### M1 wires

Scale bar: 100 µm. Supply wires on this layer in gray. Cells faint in the background.
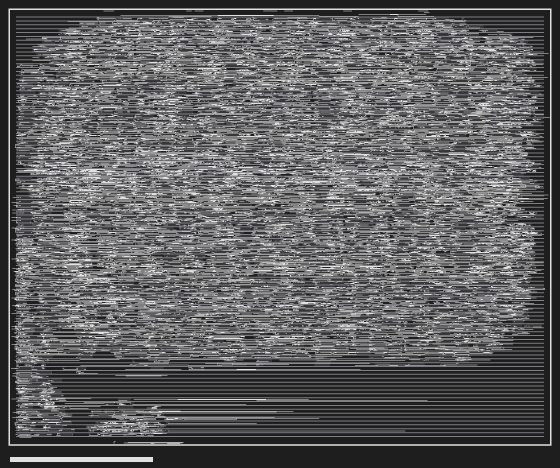
### Signal wires on met2

Scale bar: 100 µm. Cells faint in the background.
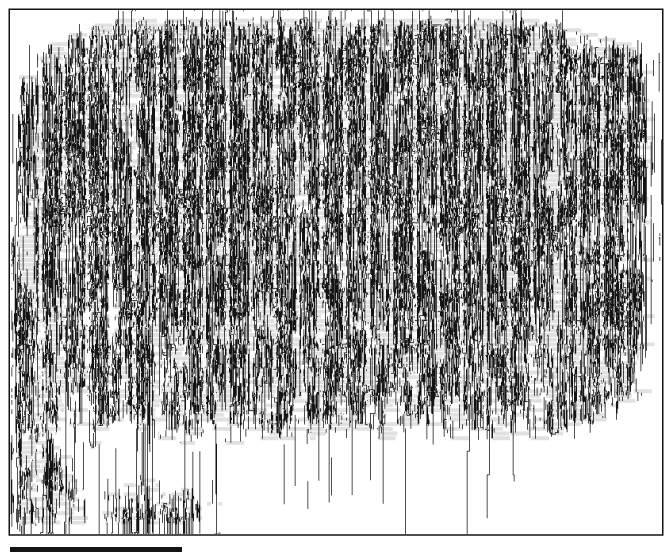
### Zoomed window

Scale bar: 10 µm. Region (169, 71) to (209, 111) µm. Cells in gray, sequential cells in the stronger gray; small squares are vias.
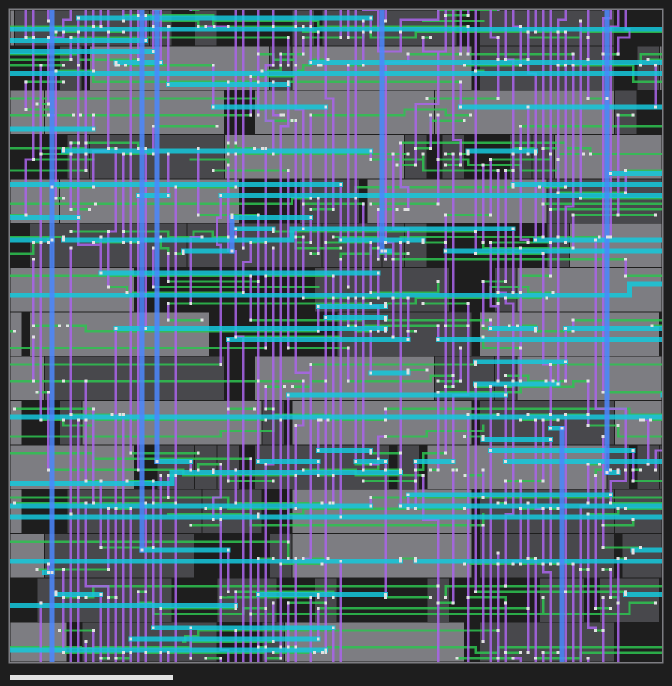
==> src/rtl/rtype_pkg.sv <==
// Shared definitions for the R-type issue block: opcode and funct encodings,
// FSM state type and the legality decoder.
package rtype_pkg;

    localparam logic [6:0] OPC_RTYPE = 7'b0110011;

    // {funct7, funct3} encodings of the ten supported R-type operations
    localparam logic [9:0] FN_ADD  = {7'b0000000, 3'b000};
    localparam logic [9:0] FN_SUB  = {7'b0100000, 3'b000};
    localparam logic [9:0] FN_SLL  = {7'b0000000, 3'b001};
    localparam logic [9:0] FN_SLT  = {7'b0000000, 3'b010};
    localparam logic [9:0] FN_SLTU = {7'b0000000, 3'b011};
    localparam logic [9:0] FN_XOR  = {7'b0000000, 3'b100};
    localparam logic [9:0] FN_SRL  = {7'b0000000, 3'b101};
    localparam logic [9:0] FN_SRA  = {7'b0100000, 3'b101};
    localparam logic [9:0] FN_OR   = {7'b0000000, 3'b110};
    localparam logic [9:0] FN_AND  = {7'b0000000, 3'b111};

    typedef enum logic [1:0] {
        S_IDLE   = 2'd0,
        S_DECODE = 2'd1,
        S_EXEC   = 2'd2,
        S_WB     = 2'd3
    } state_t;

    function automatic logic rtype_legal(input logic [31:0] ins);
        logic [9:0] fn;
        logic       ok;
        fn = {ins[31:25], ins[14:12]};
        ok = 1'b0;
        if (ins[6:0] == OPC_RTYPE) begin
            case (fn)
                FN_ADD, FN_SUB, FN_SLL, FN_SLT, FN_SLTU,
                FN_XOR, FN_SRL, FN_SRA, FN_OR, FN_AND: ok = 1'b1;
                default:                               ok = 1'b0;
            endcase
        end
        return ok;
    endfunction

endpackage

==> src/rtl/rtype_issue_if.sv <==
// Fetch/preload/retire handshake bundle between the issue block and its host.
interface rtype_issue_if;

    logic        instr_valid;
    logic [31:0] instr;
    logic        instr_ready;
    logic        ld_valid;
    logic [4:0]  ld_addr;
    logic [31:0] ld_data;
    logic        retire_valid;
    logic [4:0]  retire_rd;
    logic [31:0] retire_data;
    logic        illegal;

    modport master (
        output instr_valid, instr, ld_valid, ld_addr, ld_data,
        input  instr_ready, retire_valid, retire_rd, retire_data, illegal
    );

    modport slave (
        input  instr_valid, instr, ld_valid, ld_addr, ld_data,
        output instr_ready, retire_valid, retire_rd, retire_data, illegal
    );

endinterface

==> src/rtl/rtype_regfile.sv <==
// 32-entry register file: two capture read ports, one combinational debug port,
// one write port shared by preload and writeback, x0 reads as zero.
module rtype_regfile #(
    parameter int DATA_W = 32
) (
    input  logic              clk,
    input  logic              rst,
    input  logic              rd_en,
    input  logic [4:0]        rs1_addr,
    input  logic [4:0]        rs2_addr,
    output logic [DATA_W-1:0] rs1_data,
    output logic [DATA_W-1:0] rs2_data,
    input  logic              ld_we,
    input  logic [4:0]        ld_addr,
    input  logic [DATA_W-1:0] ld_data,
    input  logic              wb_we,
    input  logic [4:0]        wb_addr,
    input  logic [DATA_W-1:0] wb_data,
    input  logic [4:0]        dbg_raddr,
    output logic [DATA_W-1:0] dbg_rdata
);

    logic [DATA_W-1:0] regs [32];
    logic              we;
    logic [4:0]        waddr;
    logic [DATA_W-1:0] wdata;

    function automatic logic [DATA_W-1:0] rd_reg(input logic [4:0] a);
        return (a == 5'd0) ? '0 : regs[a];
    endfunction

    // Preload and writeback never coincide in the FSM; writeback wins regardless.
    always_comb begin
        we    = 1'b0;
        waddr = '0;
        wdata = '0;
        if (wb_we) begin
            we    = 1'b1;
            waddr = wb_addr;
            wdata = wb_data;
        end else if (ld_we) begin
            we    = 1'b1;
            waddr = ld_addr;
            wdata = ld_data;
        end
    end

    always_ff @(posedge clk) begin
        if (rst) begin
            for (int i = 0; i < 32; i++) begin
                regs[i] <= '0;
            end
            rs1_data <= '0;
            rs2_data <= '0;
        end else begin
            if (we && (waddr != 5'd0)) begin
                regs[waddr] <= wdata;
            end
            if (rd_en) begin
                rs1_data <= rd_reg(rs1_addr);
                rs2_data <= rd_reg(rs2_addr);
            end
        end
    end

    assign dbg_rdata = rd_reg(dbg_raddr);

endmodule

==> src/rtl/rtype_issue.sv <==
// Single-issue R-type sequencer: fetch, decode, drive an external ALU,
// capture its result and write it back, one instruction every four cycles.
module rtype_issue
    import rtype_pkg::*;
(
    input  logic         clk,
    input  logic         rst,
    rtype_issue_if.slave bus,
    output logic [6:0]   alu_opcode,
    output logic [2:0]   alu_funct3,
    output logic [6:0]   alu_funct7,
    output logic [31:0]  alu_in1,
    output logic [31:0]  alu_in2,
    input  logic [31:0]  alu_out,
    input  logic [4:0]   dbg_raddr,
    output logic [31:0]  dbg_rdata
);

    state_t      state_q;
    state_t      state_d;
    logic [31:0] instr_q;
    logic        accept;
    logic        legal;
    logic        issue_go;
    logic        ld_we;
    logic        retire_valid_q;
    logic [4:0]  retire_rd_q;
    logic [31:0] retire_data_q;

    assign accept   = (state_q == S_IDLE) && bus.instr_valid;
    assign legal    = rtype_legal(instr_q);
    assign issue_go = (state_q == S_DECODE) && legal;
    assign ld_we    = (state_q == S_IDLE) && bus.ld_valid;

    always_comb begin
        state_d = state_q;
        case (state_q)
            S_IDLE:   if (accept) state_d = S_DECODE;
            S_DECODE: state_d = legal ? S_EXEC : S_IDLE;
            S_EXEC:   state_d = S_WB;
            S_WB:     state_d = S_IDLE;
            default:  state_d = S_IDLE;
        endcase
    end

    always_ff @(posedge clk) begin
        if (rst) begin
            state_q <= S_IDLE;
        end else begin
            state_q <= state_d;
        end
    end

    // Fetch: hold the instruction word for the rest of its flight.
    always_ff @(posedge clk) begin
        if (accept) begin
            instr_q <= bus.instr;
        end
    end

    // Decode -> execute: function fields latched alongside the operand capture.
    always_ff @(posedge clk) begin
        if (rst) begin
            alu_opcode <= '0;
            alu_funct3 <= '0;
            alu_funct7 <= '0;
        end else if (issue_go) begin
            alu_opcode <= instr_q[6:0];
            alu_funct3 <= instr_q[14:12];
            alu_funct7 <= instr_q[31:25];
        end
    end

    // Execute -> writeback: result register doubles as the retire payload.
    always_ff @(posedge clk) begin
        if (rst) begin
            retire_valid_q <= 1'b0;
            retire_rd_q    <= '0;
            retire_data_q  <= '0;
        end else begin
            retire_valid_q <= (state_q == S_EXEC);
            if (state_q == S_EXEC) begin
                retire_rd_q   <= instr_q[11:7];
                retire_data_q <= alu_out;
            end
        end
    end

    rtype_regfile #(
        .DATA_W (32)
    ) u_regfile (
        .clk       (clk),
        .rst       (rst),
        .rd_en     (issue_go),
        .rs1_addr  (instr_q[19:15]),
        .rs2_addr  (instr_q[24:20]),
        .rs1_data  (alu_in1),
        .rs2_data  (alu_in2),
        .ld_we     (ld_we),
        .ld_addr   (bus.ld_addr),
        .ld_data   (bus.ld_data),
        .wb_we     (retire_valid_q),
        .wb_addr   (retire_rd_q),
        .wb_data   (retire_data_q),
        .dbg_raddr (dbg_raddr),
        .dbg_rdata (dbg_rdata)
    );

    assign bus.instr_ready  = (state_q == S_IDLE);
    assign bus.illegal      = (state_q == S_DECODE) && !legal;
    assign bus.retire_valid = retire_valid_q;
    assign bus.retire_rd    = retire_rd_q;
    assign bus.retire_data  = retire_data_q;

endmodule

==> src/flat_wrapper.sv <==
// flat-port wrapper written by rule: the top's interface ports become plain ports
module rtype_issue_flat import rtype_pkg::*;
  (clk, rst, alu_opcode, alu_funct3, alu_funct7, alu_in1, alu_in2, alu_out, dbg_raddr, dbg_rdata, bus_instr_valid, bus_instr, bus_ld_valid, bus_ld_addr, bus_ld_data, bus_instr_ready, bus_retire_valid, bus_retire_rd, bus_retire_data, bus_illegal);
  rtype_issue_if bus_i ();
  input  logic clk;
  input  logic rst;
  output logic [6:0] alu_opcode;
  output logic [2:0] alu_funct3;
  output logic [6:0] alu_funct7;
  output logic [31:0] alu_in1;
  output logic [31:0] alu_in2;
  input  logic [31:0] alu_out;
  input  logic [4:0] dbg_raddr;
  output logic [31:0] dbg_rdata;
  input wire logic [$bits(bus_i.instr_valid)-1:0] bus_instr_valid;
  input wire logic [$bits(bus_i.instr)-1:0] bus_instr;
  input wire logic [$bits(bus_i.ld_valid)-1:0] bus_ld_valid;
  input wire logic [$bits(bus_i.ld_addr)-1:0] bus_ld_addr;
  input wire logic [$bits(bus_i.ld_data)-1:0] bus_ld_data;
  output wire logic [$bits(bus_i.instr_ready)-1:0] bus_instr_ready;
  output wire logic [$bits(bus_i.retire_valid)-1:0] bus_retire_valid;
  output wire logic [$bits(bus_i.retire_rd)-1:0] bus_retire_rd;
  output wire logic [$bits(bus_i.retire_data)-1:0] bus_retire_data;
  output wire logic [$bits(bus_i.illegal)-1:0] bus_illegal;
  assign bus_i.instr_valid = bus_instr_valid;
  assign bus_i.instr = bus_instr;
  assign bus_i.ld_valid = bus_ld_valid;
  assign bus_i.ld_addr = bus_ld_addr;
  assign bus_i.ld_data = bus_ld_data;
  assign bus_instr_ready = bus_i.instr_ready;
  assign bus_retire_valid = bus_i.retire_valid;
  assign bus_retire_rd = bus_i.retire_rd;
  assign bus_retire_data = bus_i.retire_data;
  assign bus_illegal = bus_i.illegal;
  rtype_issue u_core (.clk(clk), .rst(rst), .bus(bus_i), .alu_opcode(alu_opcode), .alu_funct3(alu_funct3), .alu_funct7(alu_funct7), .alu_in1(alu_in1), .alu_in2(alu_in2), .alu_out(alu_out), .dbg_raddr(dbg_raddr), .dbg_rdata(dbg_rdata));
endmodule
==> config.mk <==
export PLATFORM = sky130hd
export DESIGN_NAME = rtype_issue_flat
export DESIGN_NICKNAME = d
export VERILOG_FILES = /design/src/rtl/rtype_pkg.sv /design/src/rtl/rtype_issue_if.sv /design/src/rtl/rtype_regfile.sv /design/src/rtl/rtype_issue.sv /design/src/flat_wrapper.sv
export SDC_FILE = /design/constraint.sdc
export NUM_CORES = 2
export LEC_CHECK = 0
export CORE_ASPECT_RATIO = 0.8
export CORE_MARGIN = 4
export CORE_UTILIZATION = 60
export DETAILED_ROUTE_END_ITERATION = 7
export DONT_BUFFER_PORTS = 1
export MAX_ROUTING_LAYER = met4
export PLACE_DENSITY = 0.82
export RECOVER_POWER = 100
export SYNTH_ARGS = -nofsm -noshare
export SYNTH_HDL_FRONTEND = slang
export SYNTH_HIERARCHICAL = 1
export SYNTH_SLANG_ARGS = --single-unit
==> constraint.sdc <==
create_clock -name clk -period 8.35 [get_ports clk]
set_clock_uncertainty 0.2 [all_clocks]
set_input_delay 1.2525 -clock clk [delete_from_list [all_inputs] [get_ports clk]]
set_output_delay 1.2525 -clock clk [all_outputs]
set_load 0.02 [all_outputs]
==> impl_metrics.toml <==
# flow metrics
[yosys]
xor_share = 0.000133
netlist.area_leader.share = 0.482
avgSynthCellArea_um2 = 13.6
ys_types = 56
ys.flop_type = "edfxtp_1"
ys_sh_simple = 0.0897
muxShareOfSynthArea = 0.284
area_leaders = "edfxtp_1, mux4_2, mux2i_1"

[run_status]
status = "finished, violations left"
violations = "DRC, capacitance limit, slew limit"

[finish]
postLayoutCellArea_um2 = 70400
flop_area_um2 = 34100
lay_top_count = "edfxtp_1"
largest_reg_flops = 1024
largestClassByArea = "sequential cells"
area_growth_pct = 7.13
antenna_cells = 12

[power_and_ir_drop]
p_seq_mw = 6.79
powerComb_mw = 1.65

[worst_setup_path]
crit_path_end = "dbg_rdata[0]"
r2r_start = "u_core/bus.retire_valid"
critPathKind = "in -> out"
rrSetupSlack_ns = 1.58
cpPeakStageDelay_ns = 1.73
required_ns = 6.90

[job]
maxCapViolations = 25
warning_count = 55

[place]
place_congestion = 0.994
dp.cells = 5882
pre_cts_ws_ns = 3.07

[clock_tree]
path_clk_slew_ns = 0.06
cts_max_level = 3
cts_setup_buffers = 0
cts_tree = "built"

[routing]
drcViolationCount = 65
top_layer_used = "met4"
drt-wirelength-per-cell_um = 39.4
drt_first_pass_iters = 8

[die]
core_um2 = 109000
die_width_um = 378
tapCellCount = 1430
fp_util = 0.605

[timing]
layout_setup_ws_ns = 1.40
hold_ws_ns = 0.305
slew_viol_final = 880
relSlewSlack = -1.53
tightest_slew_ns = 3.80

[global_route]
overflow = 0
grt_use_met3 = 0.194
-- 'M1 wires' (at the start) --
- longest straight run: 166 µm
- wire length on this layer: 72.4 mm
- nets with wire on the layer: 4495
- share of all routed wire: 30%
M1 GR Usage: 0.527
vias after detailed routing: 49.5k
final WL: 241000 µm

-- 'Signal wires on met2' (at the start) --
- longest straight run: 123 µm
- nets with wire on the layer: 4111
- wire length on this layer: 97.4 mm
- share of all routed wire: 40%
GR Util met2: 0.557

-- 'Zoomed window' (at the start) --
- blue: met4
- cyan: met3
- green: met1
- purple: met2
- sequential cells in the window: 23
- cells with their middle in the window: 82
- netlist names of flops here include: u_core/u_regfile/regs (23)
- most frequent: nor2_1 (27), edfxtp_1 (23), mux4_2 (17)

